<file path="config.mk">
export PLATFORM = sky130hd
export DESIGN_NAME = imm_decode_stage
export DESIGN_NICKNAME = d
export VERILOG_FILES = /design/src/rtl/imm_pkg.sv /design/src/rtl/rvc_imm_dec.sv /design/src/rtl/imm_decode_stage.sv
export SDC_FILE = /design/constraint.sdc
export NUM_CORES = 1
export LEC_CHECK = 0
export CAP_MARGIN = 15
export CORE_UTILIZATION = 56
export DETAILED_ROUTE_END_ITERATION = 10
export DONT_BUFFER_PORTS = 1
export HOLD_SLACK_MARGIN = 0.03
export PLACE_DENSITY = 0.75
export SLEW_MARGIN = 20
export SYNTH_ARGS = -nofsm -noshare
export SYNTH_HDL_FRONTEND = slang
export SYNTH_SLANG_ARGS = --single-unit
export TNS_END_PERCENT = 5
</file>
<file path="constraint.sdc">
create_clock -name clk -period 1.55 [get_ports clk]
set_input_delay 0.31 -clock clk [delete_from_list [all_inputs] [get_ports clk]]
set_output_delay 0.31 -clock clk [all_outputs]
set_load 0.05 [all_outputs]
</file>
<file path="src/rtl/imm_pkg.sv">
// Shared types and constants for the decode-stage immediate generator.
package imm_pkg;

    localparam int unsigned INSTR_W  = 32;
    localparam int unsigned RVC_W    = 16;
    localparam int unsigned OPCODE_W = 7;

    // Immediate format reported alongside the extended value.
    typedef enum logic [2:0] {
        NONE = 3'd0,
        I    = 3'd1,
        S    = 3'd2,
        B    = 3'd3,
        U    = 3'd4,
        J    = 3'd5,
        Z    = 3'd6
    } imm_type_e;

    // Major opcodes (instr[6:0]) that carry an immediate.
    localparam logic [OPCODE_W-1:0] OP_IMM = 7'b0010011;
    localparam logic [OPCODE_W-1:0] LOAD   = 7'b0000011;
    localparam logic [OPCODE_W-1:0] STORE  = 7'b0100011;
    localparam logic [OPCODE_W-1:0] BRANCH = 7'b1100011;
    localparam logic [OPCODE_W-1:0] LUI    = 7'b0110111;
    localparam logic [OPCODE_W-1:0] AUIPC  = 7'b0010111;
    localparam logic [OPCODE_W-1:0] JAL    = 7'b1101111;
    localparam logic [OPCODE_W-1:0] JALR   = 7'b1100111;
    localparam logic [OPCODE_W-1:0] SYSTEM = 7'b1110011;

endpackage

</file>
<file path="src/rtl/rvc_imm_dec.sv">
// Combinational RVC immediate decoder: maps a 16-bit compressed encoding to
// the immediate and format of its equivalent 32-bit instruction.
// No legality checking; reserved encodings simply decode as whatever they
// alias to, or NONE.
module rvc_imm_dec
    import imm_pkg::*;
#(
    parameter int unsigned XLEN = 32
) (
    input  logic [RVC_W-1:0] instr,
    output logic [XLEN-1:0]  imm_c,
    output imm_type_e        imm_type_c
);

    logic [1:0] quad;
    logic [2:0] funct3;

    assign quad   = instr[1:0];
    assign funct3 = instr[15:13];

    // Quadrant/funct3 decode with per-format bit gathering and extension.
    always_comb begin
        imm_c      = '0;
        imm_type_c = NONE;
        case (quad)
            2'b00: begin
                case (funct3)
                    3'b000: begin // c.addi4spn
                        imm_c      = XLEN'({instr[10:7], instr[12:11], instr[5], instr[6], 2'b00});
                        imm_type_c = I;
                    end
                    3'b010: begin // c.lw
                        imm_c      = XLEN'({instr[5], instr[12:10], instr[6], 2'b00});
                        imm_type_c = I;
                    end
                    3'b110: begin // c.sw
                        imm_c      = XLEN'({instr[5], instr[12:10], instr[6], 2'b00});
                        imm_type_c = S;
                    end
                    default: ;
                endcase
            end
            2'b01: begin
                case (funct3)
                    3'b000, 3'b010: begin // c.addi, c.li
                        imm_c      = XLEN'($signed({instr[12], instr[6:2]}));
                        imm_type_c = I;
                    end
                    3'b001: begin // c.jal on RV32; c.addiw on RV64 is not reported
                        if (XLEN == 32) begin
                            imm_c      = XLEN'($signed({instr[12], instr[8], instr[10:9], instr[6],
                                                        instr[7], instr[2], instr[11], instr[5:3], 1'b0}));
                            imm_type_c = J;
                        end
                    end
                    3'b011: begin
                        if (instr[11:7] == 5'd2) begin // c.addi16sp
                            imm_c      = XLEN'($signed({instr[12], instr[4:3], instr[5], instr[2],
                                                        instr[6], 4'b0000}));
                            imm_type_c = I;
                        end else begin // c.lui
                            imm_c      = XLEN'($signed({instr[12], instr[6:2], 12'h000}));
                            imm_type_c = U;
                        end
                    end
                    3'b100: begin
                        case (instr[11:10])
                            2'b00, 2'b01: begin // c.srli, c.srai
                                imm_c      = XLEN'({instr[12], instr[6:2]});
                                imm_type_c = I;
                            end
                            2'b10: begin // c.andi
                                imm_c      = XLEN'($signed({instr[12], instr[6:2]}));
                                imm_type_c = I;
                            end
                            default: ;
                        endcase
                    end
                    3'b101: begin // c.j
                        imm_c      = XLEN'($signed({instr[12], instr[8], instr[10:9], instr[6],
                                                    instr[7], instr[2], instr[11], instr[5:3], 1'b0}));
                        imm_type_c = J;
                    end
                    3'b110, 3'b111: begin // c.beqz, c.bnez
                        imm_c      = XLEN'($signed({instr[12], instr[6:5], instr[2], instr[11:10],
                                                    instr[4:3], 1'b0}));
                        imm_type_c = B;
                    end
                    default: ;
                endcase
            end
            2'b10: begin
                case (funct3)
                    3'b000: begin // c.slli
                        imm_c      = XLEN'({instr[12], instr[6:2]});
                        imm_type_c = I;
                    end
                    3'b010: begin // c.lwsp
                        imm_c      = XLEN'({instr[3:2], instr[12], instr[6:4], 2'b00});
                        imm_type_c = I;
                    end
                    3'b110: begin // c.swsp
                        imm_c      = XLEN'({instr[8:7], instr[12:9], 2'b00});
                        imm_type_c = S;
                    end
                    default: ;
                endcase
            end
            default: ;
        endcase
    end

endmodule

</file>
<file path="src/rtl/imm_decode_stage.sv">
// Registered immediate decoder for the decode stage: extracts and extends the
// immediate of a raw instruction and holds it behind a valid/ready register.
// Define IMM_DECODE_RVC_EN to include compressed (RVC) immediate decode.
module imm_decode_stage
    import imm_pkg::*;
#(
    parameter int unsigned XLEN = 32
) (
    input  logic                clk,
    input  logic                rst,
    input  logic [INSTR_W-1:0]  instr_i,
    input  logic                instr_valid_i,
    output logic                instr_ready_o,
    input  logic                flush_i,
    output logic [XLEN-1:0]     imm_o,
    output imm_type_e           imm_type_o,
    output logic                is_rvc_o,
    output logic                imm_valid_o,
    input  logic                imm_ready_i
);

    logic [OPCODE_W-1:0] opcode;
    logic                compressed_c;
    logic                accept_c;
    logic [XLEN-1:0]     dec32_imm_c;
    imm_type_e           dec32_type_c;
    logic [XLEN-1:0]     dec_imm_c;
    imm_type_e           dec_type_c;

    assign opcode       = instr_i[OPCODE_W-1:0];
    assign compressed_c = (instr_i[1:0] != 2'b11);

    assign instr_ready_o = !imm_valid_o || imm_ready_i;
    assign accept_c      = instr_valid_i && instr_ready_o && !flush_i;

    // Full-width instruction: opcode to format, standard bit placement.
    always_comb begin
        dec32_imm_c  = '0;
        dec32_type_c = NONE;
        case (opcode)
            OP_IMM, LOAD, JALR: begin
                dec32_imm_c  = XLEN'($signed(instr_i[31:20]));
                dec32_type_c = I;
            end
            STORE: begin
                dec32_imm_c  = XLEN'($signed({instr_i[31:25], instr_i[11:7]}));
                dec32_type_c = S;
            end
            BRANCH: begin
                dec32_imm_c  = XLEN'($signed({instr_i[31], instr_i[7], instr_i[30:25],
                                              instr_i[11:8], 1'b0}));
                dec32_type_c = B;
            end
            LUI, AUIPC: begin
                dec32_imm_c  = XLEN'($signed({instr_i[31:12], 12'h000}));
                dec32_type_c = U;
            end
            JAL: begin
                dec32_imm_c  = XLEN'($signed({instr_i[31], instr_i[19:12], instr_i[20],
                                              instr_i[30:21], 1'b0}));
                dec32_type_c = J;
            end
            SYSTEM: begin
                if (instr_i[14]) begin
                    dec32_imm_c  = XLEN'(instr_i[19:15]);
                    dec32_type_c = Z;
                end
            end
            default: ;
        endcase
    end

`ifdef IMM_DECODE_RVC_EN
    logic [XLEN-1:0] rvc_imm_c;
    imm_type_e       rvc_type_c;
    logic            is_rvc_q;

    rvc_imm_dec #(
        .XLEN (XLEN)
    ) u_rvc_imm_dec (
        .instr      (instr_i[RVC_W-1:0]),
        .imm_c      (rvc_imm_c),
        .imm_type_c (rvc_type_c)
    );

    assign dec_imm_c  = compressed_c ? rvc_imm_c  : dec32_imm_c;
    assign dec_type_c = compressed_c ? rvc_type_c : dec32_type_c;

    // Compressed flag travels with the held immediate.
    always_ff @(posedge clk) begin
        if (rst) begin
            is_rvc_q <= 1'b0;
        end else if (accept_c) begin
            is_rvc_q <= compressed_c;
        end
    end

    assign is_rvc_o = is_rvc_q;
`else
    assign dec_imm_c  = compressed_c ? '0   : dec32_imm_c;
    assign dec_type_c = compressed_c ? NONE : dec32_type_c;
    assign is_rvc_o   = 1'b0;
`endif

    // Output valid: flush beats accept, accept beats drain.
    always_ff @(posedge clk) begin
        if (rst) begin
            imm_valid_o <= 1'b0;
        end else if (flush_i) begin
            imm_valid_o <= 1'b0;
        end else if (accept_c) begin
            imm_valid_o <= 1'b1;
        end else if (imm_ready_i) begin
            imm_valid_o <= 1'b0;
        end
    end

    // Data register loads only on accept and otherwise holds its last value.
    always_ff @(posedge clk) begin
        if (rst) begin
            imm_o      <= '0;
            imm_type_o <= NONE;
        end else if (accept_c) begin
            imm_o      <= dec_imm_c;
            imm_type_o <= dec_type_c;
        end
    end

endmodule

</file>
==> results.cfg <==
; physical design summary
[finish]
nFillCells = 260
mostFrequentLayoutCells = 36 x nand2_1, 35 x dfxtp_1, 29 x a22oi_1
top_register = imm_o
flops = 36
drive_gt1_frac = 0.282
comb_share = 0.494
largest_cell_class = multi-input combinational cells
final_cells = 278

[cts]
cts_tree = built
htree_levels = 2
cts_buffers = 5

[logic_synthesis]
netlist_area_mm2 = 0.00191
mux_share = 0.00524
aoi_share = 0.351
xor_share = 0.00459

[detailed_routing]
met1_length_um = 1920
via_per_inst = 6.35
met3_length_um = 474

[global_route]
grt_pass1_vias = 1657

[floorplanning]
n_tap_cell = 44
die_x_um = 60.4
num_rows = 20

[worst_setup_path]
end_kind = output pin
max_stage_delay_ns = 0.36
path_buffers = 2
cp.arrival_ns = 1.20

[power]
p_comb_mw = 0.158
power_leader = registers

[run_status]
outcome = completed
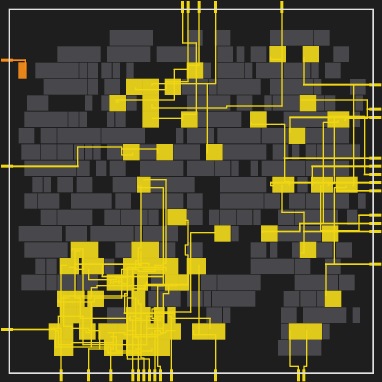
port_trees.png
Drawn at 6 px/um.
[is_rvc_o] orange | bits: 1 | direction: output | end cells: 1 | buffers: 0 | wire: 3.60 um
[instr_i] yellow | bits: 32 | direction: input | end cells: 66 | buffers: 0 | wire: 1,030 um

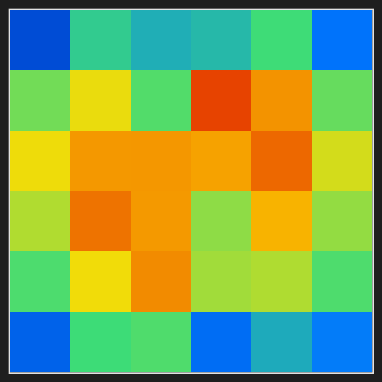
util_map.png
Drawn at 6 px/um. 6 x 6 tiles, from dark blue (low) to red (high), 0 to 100% covered.
mean over tiles: 60%
fullest tile: 92%
tiles over 75% full: 28%

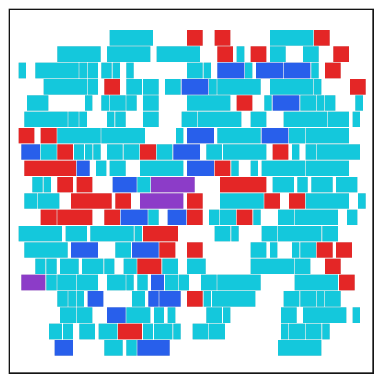
sizing.png
Drawn at 6 px/um.
[x2] blue | cells: 23 | share: 9.8%
[x3 and x4] red | cells: 40 | share: 17%
[x1 and smaller] cyan | cells: 168 | share: 72%
[x6 and larger] purple | cells: 3 | share: 1.3%

